floorplan.png
The bar under the picture is 20 um long. Pins as bars on the die edge.
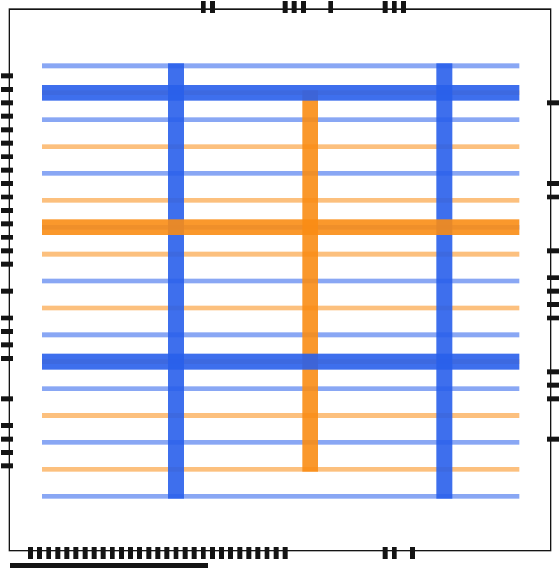
congestion_map.png
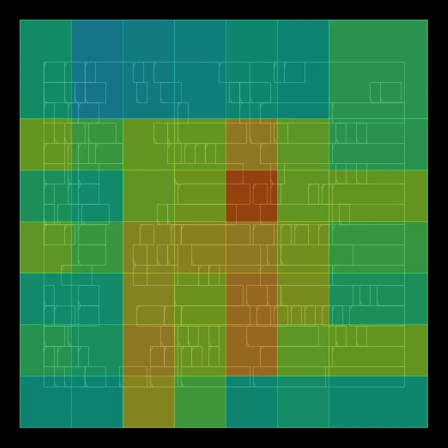
class_map.png
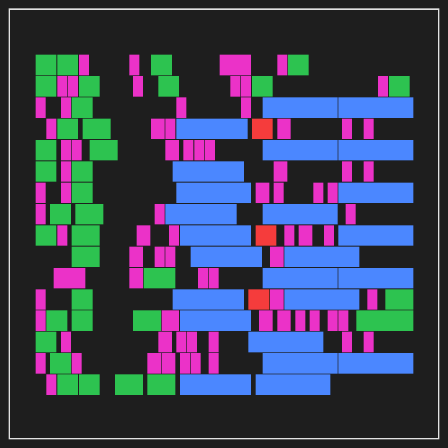
layers.png
The bar under the picture is 20 um long.
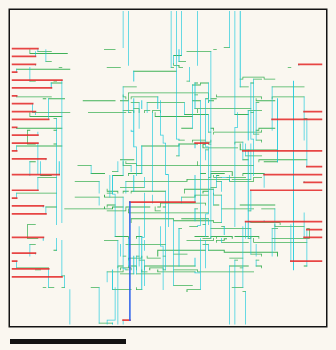
==> config.mk <==
export PLATFORM = sky130hd
export DESIGN_NAME = xled_ctrl
export DESIGN_NICKNAME = d
export VERILOG_FILES = /design/src/rtl/xled_ctrl.sv
export SDC_FILE = /design/constraint.sdc
export NUM_CORES = 1
export LEC_CHECK = 0
export ABC_AREA = 1
export CAP_MARGIN = 20
export CORE_MARGIN = 3
export CORE_UTILIZATION = 44
export CTS_CLUSTER_SIZE = 20
export DETAILED_ROUTE_END_ITERATION = 12
export DONT_BUFFER_PORTS = 1
export GPL_TIMING_DRIVEN = 0
export HOLD_SLACK_MARGIN = 0.02
export PLACE_DENSITY_LB_ADDON = 0.3
export SYNTH_ARGS = -nofsm -noshare
export SYNTH_HDL_FRONTEND = slang
export SYNTH_SLANG_ARGS = --single-unit
==> constraint.sdc <==
create_clock -name clk -period 0.8 [get_ports clk]
set_input_delay 0.16 -clock clk [delete_from_list [all_inputs] [get_ports clk]]
set_output_delay 0.16 -clock clk [all_outputs]
set_load 0.02 [all_outputs]
==> results_slide.txt <==
Key Metrics from the Run

CTS
  • Clk slew on worst S/H paths: around 0.11 ns
  • Resized Gates After CTS: 14
  • Clock sinks: 24

Outcome
  • Failing checks: negative setup slack
  • Status: finished, violations left

Route
  • DRT antenna net count: 0
  • Number of vias per cell: ~4.2

Cells and area
  • Combinational share of cell area: 0.246
  • Dominant logic cell type in the layout: nand2_1
  • Non-clk buf share: 0.230
  • Flop area: 621 um2
  • Layout fillers: roughly 190

STA
  • Fin worst setup slack: -0.125 ns
  • Final setup viols: 16
  • WHS: between 0.03 and 0.04 ns
  • Final hold vios: 0
  • Final TNS setup: -1.92 ns

Placed design
  • I/O Buffers: 0
  • DP Cell Count: 155

Die
  • IO Count: 78

Logic synthesis
  • Syn Std Cell Area: between 1000 and 1500 um2
  • Synth Seq Share: 0.578
  • Adder share: 0
  • Commonest cells in the netlist: 33 x nand2_1, 24 x buf_4, 24 x dfrtp_1

Pwr
  • Clk. pwr: 0.479 mW
  • Top pwr grp: sequential cells
  • Power Internal: ~1.8 mW

Worst setup path
  • Worst Reg-to-Reg Cells: 2

GRT
  • Met3 Use GR: 0.0354
Back to the opening pictures, floorplan.png:
[VDD] orange
[VSS] blue
met4 straps: 3
rows: 16
met5 straps: 3
signal pins: 78
met1 rails: 17
Vert. Die Dim: 54.6 um
Max IR drop VDD: 1100 uV
Die X: 54.6 um
Core ar.: 2100 um2

Back to the opening pictures, congestion_map.png:
met1 Use GR: 0.164
busiest grt layer: met2
Overall Global Routing Usage: 0.131
M2 GR Usage: 0.203
final design utilization: 0.624

Back to the opening pictures, class_map.png:
[clock-net drivers] red | cells: 3 | share of their area: 1.8%
[remaining logic cells] magenta | cells: 79 | share of their area: 26%
[remaining buffers and delay cells] green | cells: 35 | share of their area: 24%
[registers] blue | cells: 24 | share of their area: 49%
Rows: 16
fin area: 1310 um2
Seq/total area: 0.473

Back to the opening pictures, layers.png:
[M3] red | wire length: 202 um
[M4] blue | wire length: 20.4 um
[M2] cyan | wire length: 833 um
[M1] green | wire length: 708 um
drt wl/cell: 10.5 um
WL final: 1.76 mm
vias after detailed routing: 701

Power and IR drop assume default switching activity.
